$ cat config.mk
export PLATFORM = sky130hd
export DESIGN_NAME = jacobi_mem_sched
export DESIGN_NICKNAME = d
export VERILOG_FILES = /design/src/rtl/jacobi_mem_sched.sv
export SDC_FILE = /design/constraint.sdc
export NUM_CORES = 1
export LEC_CHECK = 0
export CAP_MARGIN = 20
export CORE_ASPECT_RATIO = 0.75
export CORE_MARGIN = 1
export CORE_UTILIZATION = 50
export CTS_CLUSTER_DIAMETER = 30
export DETAILED_ROUTE_END_ITERATION = 8
export HOLD_SLACK_MARGIN = 0.15
export PLACE_DENSITY = 0.83
export SLEW_MARGIN = 30
export SYNTH_ARGS = -nofsm -noshare
export SYNTH_HDL_FRONTEND = slang
export SYNTH_SLANG_ARGS = --single-unit
$ cat constraint.sdc
create_clock -name clock -period 7.7 [get_ports clock]
set_input_delay 1.54 -clock clock [delete_from_list [all_inputs] [get_ports clock]]
set_output_delay 1.54 -clock clock [all_outputs]
set_load 0.01 [all_outputs]
$ cat src/rtl/jacobi_mem_sched.sv
// Sweep scheduler for the Jacobi memory subsystem: read-address walk, delayed V write-back, bank ping-pong.
// Optional stall counter output enabled by defining JACOBI_SCHED_PERF_EN.
module jacobi_mem_sched #(
    parameter int PIPE_LAT = 4,
    parameter int ITER_W   = 8
) (
    input  logic              clock,
    input  logic              reset_n,
    input  logic              start,
    input  logic [10:0]       num_rows,
    input  logic [ITER_W-1:0] max_iter,
    input  logic              converged,
    input  logic              dp_ready,
    output logic              busy,
    output logic              done,
    output logic [ITER_W-1:0] iter_count,
    output logic              rd_valid,
    output logic [10:0]       y_rd_addr1,
    output logic [10:0]       y_rd_addr2,
    output logic [8:0]        v_rd_addr1,
    output logic [8:0]        v_rd_addr2,
    output logic              v_rd_sel,
    output logic [7:0]        i_rd_addr1,
    output logic [7:0]        i_rd_addr2,
    output logic [8:0]        v_wr_addr1,
    output logic [8:0]        v_wr_addr2,
    output logic              we_1,
    output logic              we_2,
    output logic              we_3,
    output logic              we_4,
`ifdef JACOBI_SCHED_PERF_EN
    output logic [15:0]       stall_cycles,
`endif
    output logic [2:0]        dbg_state
);

    typedef enum logic [2:0] {
        IDLE  = 3'd0,
        READ  = 3'd1,
        DRAIN = 3'd2,
        CHECK = 3'd3,
        DONE  = 3'd4
    } stateT;

    stateT state, stateNext;

    logic [10:0]       rowPtr;
    logic [10:0]       numRowsQ;
    logic [ITER_W-1:0] maxIterQ;
    logic [ITER_W-1:0] iterCount;
    logic [ITER_W-1:0] iterNext;
    logic              parity;
    logic              busyQ;
    logic              rdValid;
    logic              finish;
    logic              pipeBusy;
    logic [10:0]       evenRows;
    logic [9:0]        rowHalf;
    logic [9:0]        rowHalfNext;
    logic [9:0]        halfRows;

    // Write-back delay line: one entry per cycle, {valid, row-pair address, destination select}.
    logic [PIPE_LAT-1:0] validPipe;
    logic [PIPE_LAT-1:0] dstPipe;
    logic [8:0]          addrPipe [PIPE_LAT];

    assign evenRows    = num_rows & 11'h7FE;
    assign rdValid     = (state == READ) && dp_ready;
    assign iterNext    = iterCount + ITER_W'(1);
    assign finish      = converged || (iterNext == maxIterQ);
    assign rowHalf     = rowPtr[10:1];
    assign rowHalfNext = rowHalf + 10'd1;
    assign halfRows    = numRowsQ[10:1];

    // Entries ahead of the output stage; once these are empty the last write-back is on the bus.
    always_comb begin
        pipeBusy = 1'b0;
        for (int i = 0; i < PIPE_LAT - 1; i++) begin
            pipeBusy = pipeBusy | validPipe[i];
        end
    end

    always_ff @(posedge clock or negedge reset_n) begin
        if (!reset_n) begin
            state <= IDLE;
        end else begin
            state <= stateNext;
        end
    end

    always_comb begin
        stateNext = state;
        case (state)
            IDLE: begin
                if (start) begin
                    stateNext = (evenRows == 11'd0) ? DONE : READ;
                end
            end
            READ: begin
                if (rdValid && ((rowPtr + 11'd2) == numRowsQ)) begin
                    stateNext = DRAIN;
                end
            end
            DRAIN: begin
                if (!pipeBusy) begin
                    stateNext = CHECK;
                end
            end
            CHECK: begin
                stateNext = finish ? DONE : READ;
            end
            DONE: begin
                stateNext = IDLE;
            end
            default: begin
                stateNext = IDLE;
            end
        endcase
    end

    always_ff @(posedge clock or negedge reset_n) begin
        if (!reset_n) begin
            rowPtr    <= 11'd0;
            numRowsQ  <= 11'd0;
            maxIterQ  <= '0;
            iterCount <= '0;
            parity    <= 1'b0;
            busyQ     <= 1'b0;
        end else begin
            case (state)
                IDLE: begin
                    if (start) begin
                        numRowsQ  <= evenRows;
                        maxIterQ  <= (max_iter == '0) ? ITER_W'(1) : max_iter;
                        iterCount <= '0;
                        parity    <= 1'b0;
                        rowPtr    <= 11'd0;
                        busyQ     <= 1'b1;
                    end
                end
                READ: begin
                    if (rdValid) begin
                        rowPtr <= rowPtr + 11'd2;
                    end
                end
                CHECK: begin
                    iterCount <= iterNext;
                    if (!finish) begin
                        parity <= ~parity;
                        rowPtr <= 11'd0;
                    end
                end
                DONE: begin
                    busyQ <= 1'b0;
                end
                default: begin
                end
            endcase
        end
    end

    always_ff @(posedge clock or negedge reset_n) begin
        if (!reset_n) begin
            validPipe <= '0;
            dstPipe   <= '0;
            for (int i = 0; i < PIPE_LAT; i++) begin
                addrPipe[i] <= 9'd0;
            end
        end else begin
            validPipe[0] <= rdValid;
            dstPipe[0]   <= parity;
            addrPipe[0]  <= rowHalf[8:0];
            for (int i = 1; i < PIPE_LAT; i++) begin
                validPipe[i] <= validPipe[i-1];
                dstPipe[i]   <= dstPipe[i-1];
                addrPipe[i]  <= addrPipe[i-1];
            end
        end
    end

`ifdef JACOBI_SCHED_PERF_EN
    logic [15:0] stallCount;

    always_ff @(posedge clock or negedge reset_n) begin
        if (!reset_n) begin
            stallCount <= 16'd0;
        end else if ((state == IDLE) && start) begin
            stallCount <= 16'd0;
        end else if ((state == READ) && !dp_ready && (stallCount != 16'hFFFF)) begin
            stallCount <= stallCount + 16'd1;
        end
    end

    assign stall_cycles = stallCount;
`endif

    // Read addresses are zero outside READ; the output stage of the delay line drives the write side.
    always_comb begin
        busy       = busyQ;
        done       = (state == DONE);
        iter_count = iterCount;
        dbg_state  = state;
        rd_valid   = rdValid;
        y_rd_addr1 = 11'd0;
        y_rd_addr2 = 11'd0;
        v_rd_addr1 = 9'd0;
        v_rd_addr2 = 9'd0;
        v_rd_sel   = 1'b0;
        i_rd_addr1 = 8'd0;
        i_rd_addr2 = 8'd0;
        if (state == READ) begin
            y_rd_addr1 = rowPtr;
            y_rd_addr2 = rowPtr + 11'd1;
            v_rd_addr1 = rowHalf[8:0];
            v_rd_addr2 = (rowHalfNext == halfRows) ? 9'd0 : rowHalfNext[8:0];
            v_rd_sel   = parity;
            i_rd_addr1 = rowHalf[7:0];
            i_rd_addr2 = rowHalf[7:0] + 8'd1;
        end
        v_wr_addr1 = validPipe[PIPE_LAT-1] ? addrPipe[PIPE_LAT-1] : 9'd0;
        v_wr_addr2 = v_wr_addr1;
        we_1       = validPipe[PIPE_LAT-1] & dstPipe[PIPE_LAT-1];
        we_2       = validPipe[PIPE_LAT-1] & dstPipe[PIPE_LAT-1];
        we_3       = validPipe[PIPE_LAT-1] & ~dstPipe[PIPE_LAT-1];
        we_4       = validPipe[PIPE_LAT-1] & ~dstPipe[PIPE_LAT-1];
    end

endmodule

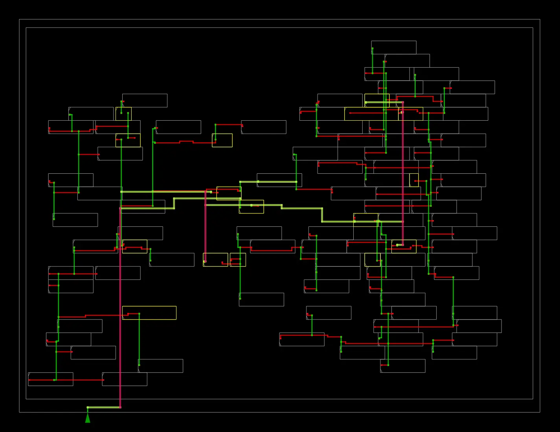
clock_nets.png
flop count: 85
Clock net power: 356 uW
Setup Skew: 0.0120 ns
number of buffers created by CTS: 9

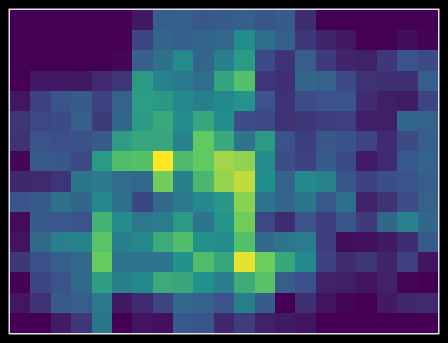
route_heat.png
The die is cut into 21 by 16 equal tiles; dark purple is low, yellow is high, scaled to the fullest tile. Values are wire area over tile area, all layers added.
nearly empty tiles: 13%
mean over tiles: 0.17
fullest tile: 0.61
densest ninth of the die: centre
tiles over half the peak: 15%

==> impl_metrics.tcl <==
# place-and-route summary
set metrics [dict create \
    n_fill_cell 624 \
    largest_cell_class "registers" \
    final_util_pct 66.8 \
    arrival_ns 3.24 \
    power.group.top "combinational logic" \
    cp.required_ns 6.16 \
    power_frac_clock_pct 18.2 \
    hold_violations 0 \
    synth-main-ff-cell "dfrtp_1" \
    grt_pass1_wl_um 14700 \
    switching_share_pct 35.5 \
    critPathMostFrequentCell "clkdlybuf4s50_1" \
    dieHeight_um 80.6 \
    intPower_mw 1.26 \
    grtUsageTotal_pct 22.7 \
    syn-cell-area_um2 4120 \
    final_common_cell "clkdlybuf4s50_1" \
    vias 3152 \
    r2r_start "iter_count[0]" \
    logic_area_um2 1610 \
    nClkBuffers 9 \
    wl_met1_um 4140 \
    totalWireLength_um 9310 \
    synth_flops 85 \
    buffers 114 \
    most-common-layout-cells "clkdlybuf4s50_1 (113), dfrtp_1 (85), nor2_1 (50), and2_1 (20), xnor2_1 (20)" \
    ys_seq_share_pct 51.7 \
    crit_path_start "dp_ready" \
    seq_area_um2 2130 \
    inverters_excl_clock 13 \
    endpoint "rd_valid" \
    cts.sinks 85 \
    fin_hold_ws_ns 0.346 \
    cts_setup_buffers 0 \
    synth-edff-count 0 \
    final_cells 579 \
    top_usage_layer "met2" \
    holdCritPathClass "flip-flop to flip-flop" \
    fin_setup_tns_ns 0 \
    placedCellCount 563 \
    slowest_delay_ns 0.60 \
    setup_violations 0 \
    powerSeq_uw 746 \
    synth-compound-area-share_pct 10.1 \
    dieWidth_um 107 \
    simple_gate_share_pct 17.6 \
    via_per_inst 5.44 \
    power.total_mw 1.95 \
    regMostFlops "addrPipe" \
    logic_gate_count 246 \
    largest_area_cell "dfrtp_1" \
    use_met3_pct 4.63 \
    reg2reg_depth 7 \
    tap_cells 105 \
    met1_usage_pct 30.5 \
    grt_max_degree 86 \
    startpoint_type "primary input" \
    setup_ws_ns 2.92 \
    critPathCaptureType "output port" \
    gp_congestion 0.851 \
    buf_share_pct 21.6 \
    fp_util_pct 52.0 \
    rows 28 \
    drt_iter0_markers 149 \
    syn-num-nets 421 \
    ir_drop_v 0.000149 \
    htree_levels 3 \
    wl_met3_um 564 \
    whs_path_depth 0 \
    yosys_warnings 0 \
    crit_family "buffers and inverters" \
    r2r_slack_ns 4.97 \
    yosysCellCount 394 \
    xor_share_pct 5.53 \
    status "complete, no violations" \
    ys_top_cells_by_area "dfrtp_1 (52%), buf_4 (5.7%), mux2_2 (4.6%), nor2_1 (4.6%), xnor2_1 (4.3%)" \
    clkLatencyLatePin_ns 0.35 \
    seq_share_pct 40.2 \
    core_area_um2 7920 \
    firstDrtPassIters 5 \
    whs_endpoint "addrPipe[7]" \
    largest_register_ffs 36 \
    finalNetCount 496 \
    cts_resized 0 \
    top_cell "dfrtp_1" \
    path_max_fanout 9 \
    path_depth 4 \
    p_leak_nw 2.25 \
    syn_area_per_cell_um2 10.5 \
    r2r-end "rowPtr[8]" \
    clk_pin_slew_ns 0.09 \
    area_delta_synth_final_pct 28.4 \
    yosys.area.top_type_share_pct 51.7 \
    path_buffers 3 \
    synth.distinct_cells 59 \
]
Power figures rest on the tool's default switching activity, not on a simulated workload.
